Fig. 1: selected gate families
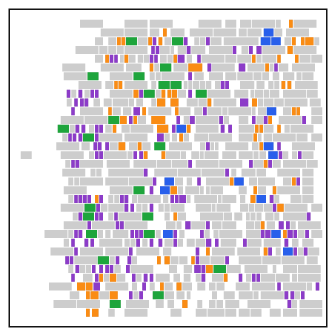
Fig. 2: cells colored by class
Bar = 20 um. Fill, decap, tap and diode cells in gray.
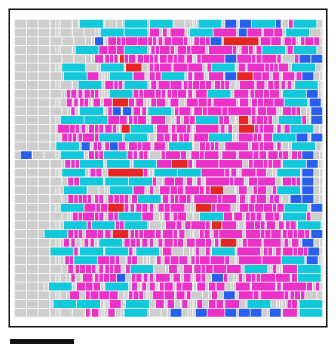
Fig. 3: met2 routing
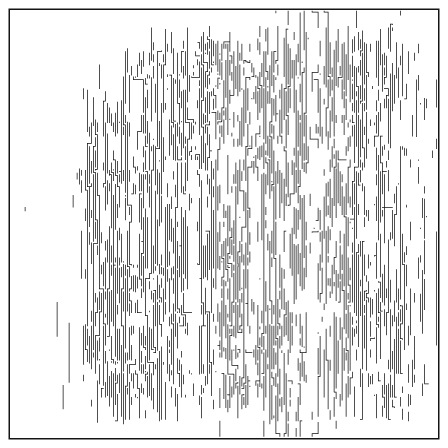
## config.mk

```make
export PLATFORM = sky130hd
export DESIGN_NAME = avg_pool_stream_flat
export DESIGN_NICKNAME = d
export VERILOG_FILES = /design/src/rtl/avg_pool_stream_if.sv /design/src/rtl/avg_pool_stream.sv /design/src/flat_wrapper.sv
export SDC_FILE = /design/constraint.sdc
export NUM_CORES = 1
export LEC_CHECK = 0
export CAP_MARGIN = 0
export CORE_MARGIN = 1
export CORE_UTILIZATION = 60
export CTS_BUF_LIST = sky130_fd_sc_hd__clkbuf_8
export CTS_CLUSTER_SIZE = 20
export DETAILED_ROUTE_END_ITERATION = 10
export PLACE_DENSITY = 0.9
export SLEW_MARGIN = 15
export SYNTH_ARGS = -nofsm -noshare
export SYNTH_HDL_FRONTEND = slang
export SYNTH_SLANG_ARGS = --single-unit
```

## constraint.sdc

```tcl
create_clock -name clk -period 5.97 [get_ports clk]
set_input_delay 1.4925 -clock clk [delete_from_list [all_inputs] [get_ports clk]]
set_output_delay 1.4925 -clock clk [all_outputs]
set_load 0.02 [all_outputs]
```

## src/rtl/avg_pool_stream_if.sv

```systemverilog
// Streaming interface between the convolver, the 2x2 average-pooling stage
// and whatever consumes the pooled pixels. The master drives pixels in and
// receives pooled results; the slave (the pooling stage) does the opposite.
interface avg_pool_stream_if;
    logic               in_valid;
    logic signed [15:0] in_data;
    logic               out_valid;
    logic signed [15:0] out_data;
    logic               done;

    // Upstream / testbench side: supplies pixels, observes results.
    modport master (
        output in_valid,
        output in_data,
        input  out_valid,
        input  out_data,
        input  done
    );

    // Pooling stage side: consumes pixels, produces results.
    modport slave (
        input  in_valid,
        input  in_data,
        output out_valid,
        output out_data,
        output done
    );
endinterface

```

## src/rtl/avg_pool_stream.sv

```systemverilog
// Streaming 2x2 average pooling, stride 2, over an M x M raster-order map.
// Only a half-row of partial sums (one per output column) plus a single held
// pixel are stored; the full feature map never is. Each pooled output is the
// floor of the window sum divided by four.
module avg_pool_stream #(
    parameter int M = 6
) (
    input  logic               clk,
    input  logic               reset,
    avg_pool_stream_if.slave   bus
);

    localparam int CW  = (M > 1) ? $clog2(M) : 1;
    localparam int LBN = M / 2;
    localparam int LW  = (LBN > 1) ? $clog2(LBN) : 1;

    logic [CW-1:0]      row_q, row_d;
    logic [CW-1:0]      col_q, col_d;
    logic signed [17:0] hold_q, hold_d;
    logic signed [17:0] lineBuf_q [LBN];
    logic signed [17:0] lineBuf_d [LBN];
    logic               outValid_q, outValid_d;
    logic signed [15:0] outData_q, outData_d;
    logic               done_q, done_d;

    logic               accept;
    logic               lastCol;
    logic               lastRow;
    logic [LW-1:0]      lbIdx;
    logic signed [17:0] pixExt;
    logic signed [17:0] winSum;

    // Shared decode: whether this cycle's pixel is taken, where it lands in
    // the line buffer, and the full window sum should it complete a window.
    // Once the frame is finished, further pixels are ignored until reset.
    always_comb begin
        accept  = bus.in_valid && !done_q;
        lastCol = (col_q == CW'(M - 1));
        lastRow = (row_q == CW'(M - 1));
        lbIdx   = LW'(col_q >> 1);
        pixExt  = {{2{bus.in_data[15]}}, bus.in_data};
        winSum  = lineBuf_q[lbIdx] + hold_q + pixExt;
    end

    // Raster position tracking: column advances per accepted pixel and wraps
    // into the next row; gaps in in_valid simply freeze the position.
    always_comb begin
        row_d = row_q;
        col_d = col_q;
        if (accept) begin
            if (lastCol) begin
                col_d = '0;
                row_d = lastRow ? '0 : row_q + 1'b1;
            end else begin
                col_d = col_q + 1'b1;
            end
        end
    end

    // Accumulation: even columns park the pixel in hold, odd columns on an
    // even row fold the horizontal pair into the line buffer, and odd columns
    // on an odd row complete the window and emit floor(sum/4). The 18-bit
    // sum of four 16-bit values cannot overflow, and the arithmetic shift
    // result always fits back into 16 bits.
    always_comb begin
        hold_d     = hold_q;
        lineBuf_d  = lineBuf_q;
        outValid_d = 1'b0;
        outData_d  = outData_q;
        done_d     = done_q;
        if (accept) begin
            if (!col_q[0]) begin
                hold_d = pixExt;
            end else if (!row_q[0]) begin
                lineBuf_d[lbIdx] = hold_q + pixExt;
            end else begin
                outValid_d = 1'b1;
                outData_d  = 16'(winSum >>> 2);
                if (lastRow && lastCol) begin
                    done_d = 1'b1;
                end
            end
        end
    end

    // State registers. Reset wipes every partial sum so a frame interrupted
    // mid-way cannot leak into the next one; a pixel presented alongside
    // reset is dropped.
    always_ff @(posedge clk) begin
        if (reset) begin
            row_q      <= '0;
            col_q      <= '0;
            hold_q     <= '0;
            for (int i = 0; i < LBN; i++) begin
                lineBuf_q[i] <= '0;
            end
            outValid_q <= 1'b0;
            outData_q  <= '0;
            done_q     <= 1'b0;
        end else begin
            row_q      <= row_d;
            col_q      <= col_d;
            hold_q     <= hold_d;
            lineBuf_q  <= lineBuf_d;
            outValid_q <= outValid_d;
            outData_q  <= outData_d;
            done_q     <= done_d;
        end
    end

    // Registered outputs onto the interface.
    assign bus.out_valid = outValid_q;
    assign bus.out_data  = outData_q;
    assign bus.done      = done_q;

endmodule

```

## src/flat_wrapper.sv

```systemverilog
// flat-port wrapper written by rule: the top's interface ports become plain ports
module avg_pool_stream_flat 
#(
    parameter int M = 6
)
  (clk, reset, bus_in_valid, bus_in_data, bus_out_valid, bus_out_data, bus_done);
  avg_pool_stream_if bus_i ();
  input  logic clk;
  input  logic reset;
  input wire logic [$bits(bus_i.in_valid)-1:0] bus_in_valid;
  input wire logic [$bits(bus_i.in_data)-1:0] bus_in_data;
  output wire logic [$bits(bus_i.out_valid)-1:0] bus_out_valid;
  output wire logic [$bits(bus_i.out_data)-1:0] bus_out_data;
  output wire logic [$bits(bus_i.done)-1:0] bus_done;
  assign bus_i.in_valid = bus_in_valid;
  assign bus_i.in_data = bus_in_data;
  assign bus_out_valid = bus_i.out_valid;
  assign bus_out_data = bus_i.out_data;
  assign bus_done = bus_i.done;
  avg_pool_stream #(.M(M)) u_core (.clk(clk), .reset(reset), .bus(bus_i));
endmodule
```

==> datasheet_impl.txt <==
Table: implementation figures

Parameter                              Value

Timing
  Fraction of the cycle the final worst path needs    0.7635
  Final tally of setup violations    0
  Min Hold Slack    0.4584 ns
  Remaining max-slew budget at the tightest pin    0.2027
  Setup_tns    0 ns
  Min Clock Period, post-route    about 4.6 ns
  Setup repair after global routing missed its margin    false
  Worst path setup slack after routing    between 1 and 1.5 ns
  Number of hold-slack violations in the final timing report    0

Detailed routing
  Detailed-routed wire length on met3    1078 um
  Detailed-route DRC error count    6
  Met1 layer wirelength in the final routing    5859 um
  Number of violations reported at the end of detailed-routing iteration 0    396
  Average wire per cell in the routed design    17.04 um
  Max layer used    met4
  Routed met2 length    6757 um

Finish
  Number of antenna repair diodes    0
  Flip-flop count of the largest register, all copies and words added    51
  Share of cells above drive strength 1    0.05602
  Non-clock buffers    43
  Multi-input gate area in the final layout    roughly 3500 sq um
  Non-clock inverter instance count of the final layout    18
  Fill cells    660
  Cell group occupying the most layout area    combinational gates
  Fraction of area in clock buffers and inverters    0.03622
  Most frequently placed logic cell in the final layout    sky130_fd_sc_hd__nand2_1
  Top reg by flops    u_core.lineBuf_q
  Final non-clock buffer share    0.06597
  Count of multi-input combinational gates    546
  Area used by sequential logic in the layout    roughly 1800 sq um
  Top library cells by usage in the layout, fill and taps aside    150 x sky130_fd_sc_hd__nand2_1, 91 x sky130_fd_sc_hd__dfxtp_1, 84 x sky130_fd_sc_hd__a21oi_1, 59 x sky130_fd_sc_hd__nor2_1, 35 x sky130_fd_sc_hd__clkdlybuf4s50_1
  Combinational share of cell area    0.5704
  Sequential cell count    91
  Number of non-filler instances in the completed layout    822
  Clock buffer instance count of the final layout    9
  Final Cell Area    6183 sq um

Worst setup path
  Depth of the most critical reg-to-reg path    14
  Beginning of the worst register-to-register path    u_core.col_q[2]
  Crit end category    register
  Crit path buf inv count    2
  Worst endpoint required time    6.27 ns
  Biggest cell delay along the critical path    about 0.59 ns
  Critical path peak fanout    3
  Family with the most delay on the worst path    AND-OR/OR-AND gates
  Crit path launch    bus_in_data[1]
  End point of the critical path    u_core.bus.out_data[15]
  Crit path cell chain    clkdlybuf4s50_1, inv_1, fa_1, nor2_1, fa_1, a211oi_2, o211ai_1, a221oi_2, a21oi_2, a221oi_2, xnor2_1, a211oi_2
  Slowest cell on the critical path    sky130_fd_sc_hd__fa_1
  Path length in cells of the critical path    12
  Startpoint type of the worst setup path    primary input

Placed design
  Worst-case setup slack after placement    1.123 ns
  Placed inst area    5959 sq um
  # placed instances    806
  Detail Placement HPWL    10,080 um
  Routability-driven placement congestion ratio    0.9343

Synth
  Net Count, Synth    759
  Proportion of netlist area held by the largest area contributor    0.3289
  Basic Gates by Area    0.2047
  Largest area contributor in the netlist    sky130_fd_sc_hd__dfxtp_1
  Main synth FF type    sky130_fd_sc_hd__dfxtp_1
  Unique masters post-synth    57
  Chip area from the yosys synthesis statistics    5539 sq um
  Cell types with the highest counts after synthesis    150 x sky130_fd_sc_hd__nand2_1, 91 x sky130_fd_sc_hd__dfxtp_1, 84 x sky130_fd_sc_hd__a21oi_1
  # Cells Yosys    around 700
  Top logic cell family in the synthesized netlist    AND-OR/OR-AND gates
  Share of the yosys chip area belonging to registers    0.3289
  Main area contributors    sky130_fd_sc_hd__dfxtp_1 33%, sky130_fd_sc_hd__nand2_1 10%, sky130_fd_sc_hd__a21oi_1 7.6%
  Gate Count Post-Synth    690
  Share of synthesized registers carrying an async set or reset    0
  Portion of netlist area occupied by mux cells    0.04179
  Count of flip-flops with a built-in enable after synthesis    0

Floorplan
  Area of the core region    8848 sq um
  Tap cells    108
  Total die size    slightly below 10,000 sq um
  Die Ht    a little under 100 um
  Num rows    34
  Boundary Pins    37

Pwr
  Top power consumer group    sequential cells
  Clock group power    0.474 mW
  Relative contribution of sequential cells to total power    0.440
  Max VDD drop    0.0001299 V
  Combinational Power Share    0.232
  Net Sw Power    between 0.4 and 0.5 mW
  Total leakage power    2.384 nW
  Logic power comb    0.334 mW
  Net Sw Frac    0.3124
  Clock network fraction of design power    0.329
  Power density of the placed cells    233.1 nW/um^2

Global routing
  Pin count of the biggest net entering global routing    39
  Global Route Usage Sum    0.2920
  Global routing usage on met1    0.3631
  Met3 demand-to-capacity share in global routing    0.05011
  Wire length of the first global-routing pass    about 22,000 um
  Antenna violations before repair    0
  Met2 capacity usage during global routing    0.4930

Flow run
  Tally of max-capacitance violations    0
  Number of warnings the tools reported    26

Min path
  Worst hold-check path type    register to register
  Endpoint of the worst hold-timing path    u_core.bus.out_data[8]

Clocking
  Num CTS Buffers    9
  Clock tree from TritonCTS    done
  Clk latency late pin    0.37 ns
  Clk slew on worst S/H paths    0.10 ns
  Post-CTS sizing    0
  Level count of the clock H-tree    3
  Clock root buffer master    sky130_fd_sc_hd__clkbuf_8
  Setup bufs post-CTS    0

Status
  Failing checks    DRC
  Outcome    complete, but fails checks
## Picture notes: Fig. 1
| family | color | cells |
|---|---|---|
| multiplexers | green | 23 |
| NAND gates | purple | 165 |
| XOR/XNOR gates | blue | 14 |
| NOR gates | orange | 84 |

## Picture notes: Fig. 2
| class | color | cells |
|---|---|---|
| clock drivers and dummy loads | red | 16 |
| flip-flops | cyan | 91 |
| other buffers and delay cells | blue | 43 |
| all other logic | magenta | 564 |

## Picture notes: Fig. 3
wire length on this layer: 6,760 um
main direction: vertical

No activity file was given, so power comes from the tool's default toggle rates.
